===== src/rtl/regfile_wb_arbiter.sv =====
// Writeback arbiter: merges ALU and load results onto the single register-file write port.
// One holding slot per source, oldest-first drain, per-address busy flags for hazard stalls.
module regfile_wb_arbiter #(
  parameter int unsigned DATA_W = 32,
  parameter int unsigned ADDR_W = 5
) (
  input  logic              clk,
  input  logic              rst,
  input  logic              alu_valid,
  output logic              alu_ready,
  input  logic [ADDR_W-1:0] alu_reg,
  input  logic [DATA_W-1:0] alu_data,
  input  logic              mem_valid,
  output logic              mem_ready,
  input  logic [ADDR_W-1:0] mem_reg,
  input  logic [DATA_W-1:0] mem_data,
  output logic              signal_reg_write,
  output logic [ADDR_W-1:0] write_reg,
  output logic [DATA_W-1:0] write_data,
  input  logic [ADDR_W-1:0] read_reg_1,
  input  logic [ADDR_W-1:0] read_reg_2,
  output logic              busy_1,
  output logic              busy_2
);

  typedef enum logic [1:0] {
    AGE_TIE     = 2'd0,
    AGE_ALU_OLD = 2'd1,
    AGE_MEM_OLD = 2'd2
  } age_e;

  logic              alu_full, mem_full;
  logic [ADDR_W-1:0] alu_rd, mem_rd;
  logic [DATA_W-1:0] alu_dat, mem_dat;
  age_e              age_q, age_d;
  logic              rr_q, rr_d;

  logic alu_grant, mem_grant;
  logic alu_fill, mem_fill;
  logic alu_stays, mem_stays;

  // Grant selection: older slot wins; on a tie, same-register goes MEM then ALU, else round-robin.
  always_comb begin
    alu_grant = 1'b0;
    mem_grant = 1'b0;
    rr_d      = rr_q;
    if (alu_full && mem_full) begin
      case (age_q)
        AGE_ALU_OLD: alu_grant = 1'b1;
        AGE_MEM_OLD: mem_grant = 1'b1;
        default: begin
          if (alu_rd == mem_rd) begin
            mem_grant = 1'b1;
          end else begin
            if (rr_q) mem_grant = 1'b1;
            else      alu_grant = 1'b1;
            rr_d = ~rr_q;
          end
        end
      endcase
    end else begin
      alu_grant = alu_full;
      mem_grant = mem_full;
    end
  end

  assign alu_ready = !rst && (!alu_full || alu_grant);
  assign mem_ready = !rst && (!mem_full || mem_grant);

  // R0 requests complete the handshake but never occupy a slot.
  assign alu_fill  = alu_valid && alu_ready && (alu_reg != '0);
  assign mem_fill  = mem_valid && mem_ready && (mem_reg != '0);
  assign alu_stays = alu_full && !alu_grant;
  assign mem_stays = mem_full && !mem_grant;

  // Relative age: a slot filled while the other stays occupied is the younger one.
  always_comb begin
    age_d = age_q;
    if (alu_fill && mem_fill)       age_d = AGE_TIE;
    else if (alu_fill && mem_stays) age_d = AGE_MEM_OLD;
    else if (mem_fill && alu_stays) age_d = AGE_ALU_OLD;
  end

  always_ff @(posedge clk) begin
    if (rst) begin
      alu_full         <= 1'b0;
      alu_rd           <= '0;
      alu_dat          <= '0;
      mem_full         <= 1'b0;
      mem_rd           <= '0;
      mem_dat          <= '0;
      age_q            <= AGE_TIE;
      rr_q             <= 1'b0;
      signal_reg_write <= 1'b0;
      write_reg        <= '0;
      write_data       <= '0;
    end else begin
      age_q <= age_d;
      rr_q  <= rr_d;

      if (alu_fill) begin
        alu_full <= 1'b1;
        alu_rd   <= alu_reg;
        alu_dat  <= alu_data;
      end else if (alu_grant) begin
        alu_full <= 1'b0;
      end

      if (mem_fill) begin
        mem_full <= 1'b1;
        mem_rd   <= mem_reg;
        mem_dat  <= mem_data;
      end else if (mem_grant) begin
        mem_full <= 1'b0;
      end

      signal_reg_write <= alu_grant || mem_grant;
      if (mem_grant) begin
        write_reg  <= mem_rd;
        write_data <= mem_dat;
      end else if (alu_grant) begin
        write_reg  <= alu_rd;
        write_data <= alu_dat;
      end
    end
  end

  // A read address is busy while any pending or just-registered write targets it.
  assign busy_1 = (read_reg_1 != '0) &&
                  ((alu_full && alu_rd == read_reg_1) ||
                   (mem_full && mem_rd == read_reg_1) ||
                   (signal_reg_write && write_reg == read_reg_1));
  assign busy_2 = (read_reg_2 != '0) &&
                  ((alu_full && alu_rd == read_reg_2) ||
                   (mem_full && mem_rd == read_reg_2) ||
                   (signal_reg_write && write_reg == read_reg_2));

endmodule


===== config.mk =====
export PLATFORM = sky130hd
export DESIGN_NAME = regfile_wb_arbiter
export DESIGN_NICKNAME = d
export VERILOG_FILES = /design/src/rtl/regfile_wb_arbiter.sv
export SDC_FILE = /design/constraint.sdc
export NUM_CORES = 1
export LEC_CHECK = 0
export CAP_MARGIN = 5
export CELL_PAD_IN_SITES_DETAIL_PLACEMENT = 1
export CELL_PAD_IN_SITES_GLOBAL_PLACEMENT = 2
export CORE_ASPECT_RATIO = 1.75
export CORE_MARGIN = 2
export CORE_UTILIZATION = 32
export CTS_CLUSTER_DIAMETER = 30
export DETAILED_ROUTE_END_ITERATION = 8
export PLACE_DENSITY_LB_ADDON = 0.1
export SYNTH_ARGS = -nofsm -noshare
export SYNTH_HDL_FRONTEND = slang
export SYNTH_SLANG_ARGS = --single-unit

===== constraint.sdc =====
create_clock -name clk -period 4.4 [get_ports clk]
set_input_delay 0.66 -clock clk [delete_from_list [all_inputs] [get_ports clk]]
set_output_delay 0.66 -clock clk [all_outputs]
set_load 0.01 [all_outputs]

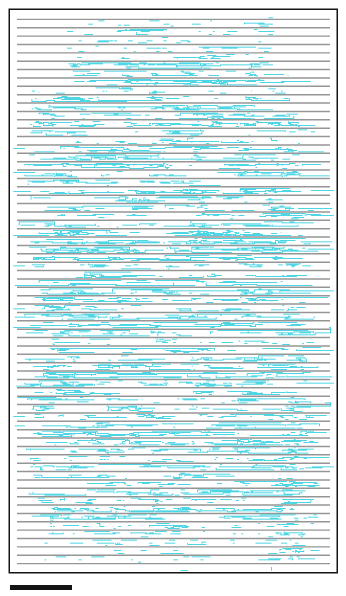
*The metal 1 layer*
Scale bar: 20 um. Supply wires on this layer in gray.
792 nets have wire on it. The layer carries 8370 um of wire. The wires run mostly horizontal. The longest straight run is 53.4 um. The layer holds 40% of the routed length.

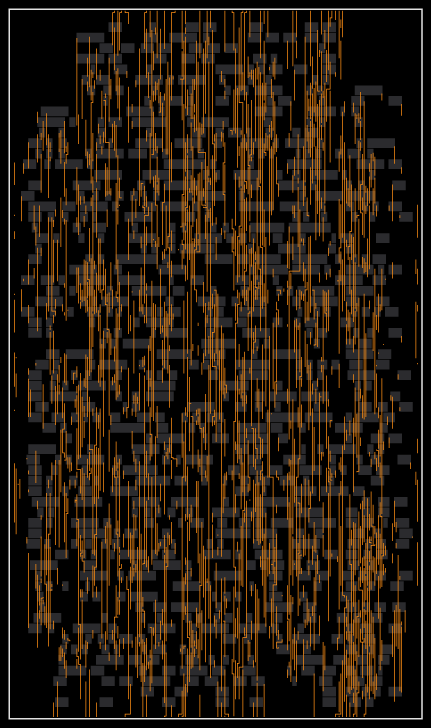
*Met2 routing*
Cells faint in the background.
The layer carries 11300 um of wire. The wires run mostly vertical. The layer holds 54% of the routed length.

==> summary.json <==
{
  "floorplan": {
    "chip_area_um2": 19400,
    "floorplan.die.width_um": 106,
    "io_pins": 130,
    "number_of_cell_rows": 65
  },
  "synthesis": {
    "number_of_enable_type_register_cells_in_the_synthesized_netlist": 0,
    "synth_cell_type_count": 35,
    "synth.avg_cell_area_um2": 8.43,
    "synth.area.top_cells": "sky130_fd_sc_hd__dfxtp_1 (40%), sky130_fd_sc_hd__nand3_1 (9.4%), sky130_fd_sc_hd__mux2i_1 (7.6%)",
    "synth.cellmix.xorXnorShare_pct": 6.05,
    "synth_top_flop_cell": "sky130_fd_sc_hd__dfxtp_1",
    "async_flop_share_pct": 0,
    "top_cells_by_count": "sky130_fd_sc_hd__dfxtp_1 (117), sky130_fd_sc_hd__nand3_1 (109), sky130_fd_sc_hd__a21oi_1 (86)",
    "postSynthNetCount": 782,
    "area_of_the_mapped_netlist_um2": 5830,
    "yosys.area_share.simple_pct": 18.9,
    "synth.most_common_cell": "sky130_fd_sc_hd__dfxtp_1",
    "yosys_warnings": 0,
    "top_cell_area_share_pct": 40.2
  },
  "cells_and_area": {
    "layout.cell_area.non_filler_um2": 7760,
    "drive_above_1_share_pct": 12.6,
    "top_regs": "alu_dat (32), mem_dat (32), write_data (32)",
    "final_nets": 872,
    "final_cell_mix": "sky130_fd_sc_hd__clkdlybuf4s50_1 (128), sky130_fd_sc_hd__dfxtp_1 (115), sky130_fd_sc_hd__nand3_1 (109)",
    "finalCoreUtilization_pct": 43.2
  },
  "setup_path": {
    "crit_path_top_delay_cell": "sky130_fd_sc_hd__mux2i_1",
    "worst-endpoint-required_ns": 3.74,
    "startpoint_type": "register",
    "worstSetupEndpointType": "output pin",
    "cp.arrival_ns": 2.62,
    "regToRegSetupSlack_ns": 1.52,
    "path_depth": 6,
    "startpoint": "age_q[0]",
    "worst-path-max-fanout": 6
  },
  "route": {
    "vias": 5596,
    "drc_errors": 0,
    "drtIter0Drc": 176,
    "drtAntennaViolNets": 0
  },
  "cts": {
    "clock_buffers_created_by_tritoncts": 17,
    "tritoncts": "yes",
    "cts.repair.resized": 0,
    "cts_htree_levels": 4,
    "cts_hold_repair.buffers": 0,
    "insertion_delay_ns": 0.42,
    "post_cts_repair_timing_setup_buffer_count": 0
  },
  "sta": {
    "timing.setup.tns_ns": 0,
    "holdWs_ns": 0.480,
    "timing.final.max_slew_violations": 0,
    "worst_slew_pin_slew_ns": 0.916,
    "fmax_mhz": 305,
    "tmin_final_ns": 3.28,
    "final-setup-viol-count": 0
  },
  "hold_path": {
    "hold_path_end": "mem_dat[2]",
    "hold_class": "register to register",
    "min_path_cells": 2,
    "worst_hold_path_startpoint": "mem_dat[2]"
  },
  "placement": {
    "dp.final_hpwl_um": 13200,
    "pre_cts_ws_ns": 1.15,
    "place.gp.congestion": 0.777,
    "buffer_ports.inserted": 129
  },
  "pwr": {
    "power_leakage_nw": 2.62,
    "power-per-cell-area_nw_per_um2": 379,
    "power_w": 0.00294,
    "ir_drop_mv": 0.210
  },
  "outcome": {
    "run_status": "complete, no violations"
  },
  "grt": {
    "number_of_antenna_violations_at_the_first_check_in_global_routing": 0,
    "overflow": 0,
    "groute.usage.overall_pct": 22.0,
    "first_global_vias": 6035,
    "global_route_wire_length_before_repair_um": 33100
  }
}
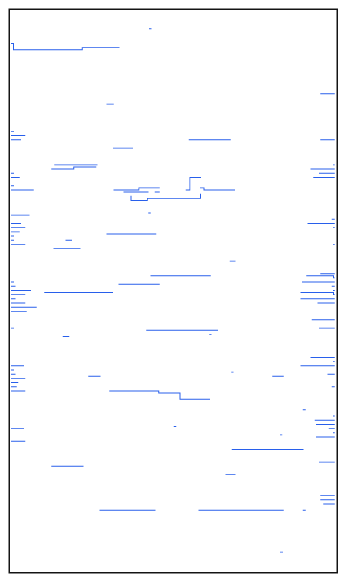
*Signal wires on met3*
The layer carries 653 um of wire. The wires run mostly horizontal. The longest straight run is 27.4 um. The layer holds 3.2% of the routed length. 83 nets have wire on it.

[final cells by class]
cell class | instances | area [um2]
multi-input combinational | 502 | 3120
inverter | 3 | 11.3
fill | 2100 | 10200
tap | 234 | 293
sequential | 117 | 2340
timing repair buffer | 141 | 1380
clock inverter | 14 | 174
clock buffer | 18 | 439
[where the power goes]
group / switching [W] / internal (W)
Clock: 0.000542 / 0.000911
Sequential: 0.0000430 / 0.00110
Combinational: 0.000172 / 0.000167
[layer usage]
| layer | wire [um] | track usage (%) | share of wire [%] | up-vias |
|---|---|---|---|---|
| li1 | - | - | - | 2641 |
| met1 | 8370 | 24.4 | 40 | 2802 |
| met2 | 11300 | 41.7 | 54 | 128 |
| met3 | 652 | 3.71 | 3.1 | 25 |
| met4 | 429 | 7.16 | 2.1 | 0 |
| met5 | 0 | 0 | 0 | - |
Power figures rest on the tool's default switching activity, not on a simulated workload.
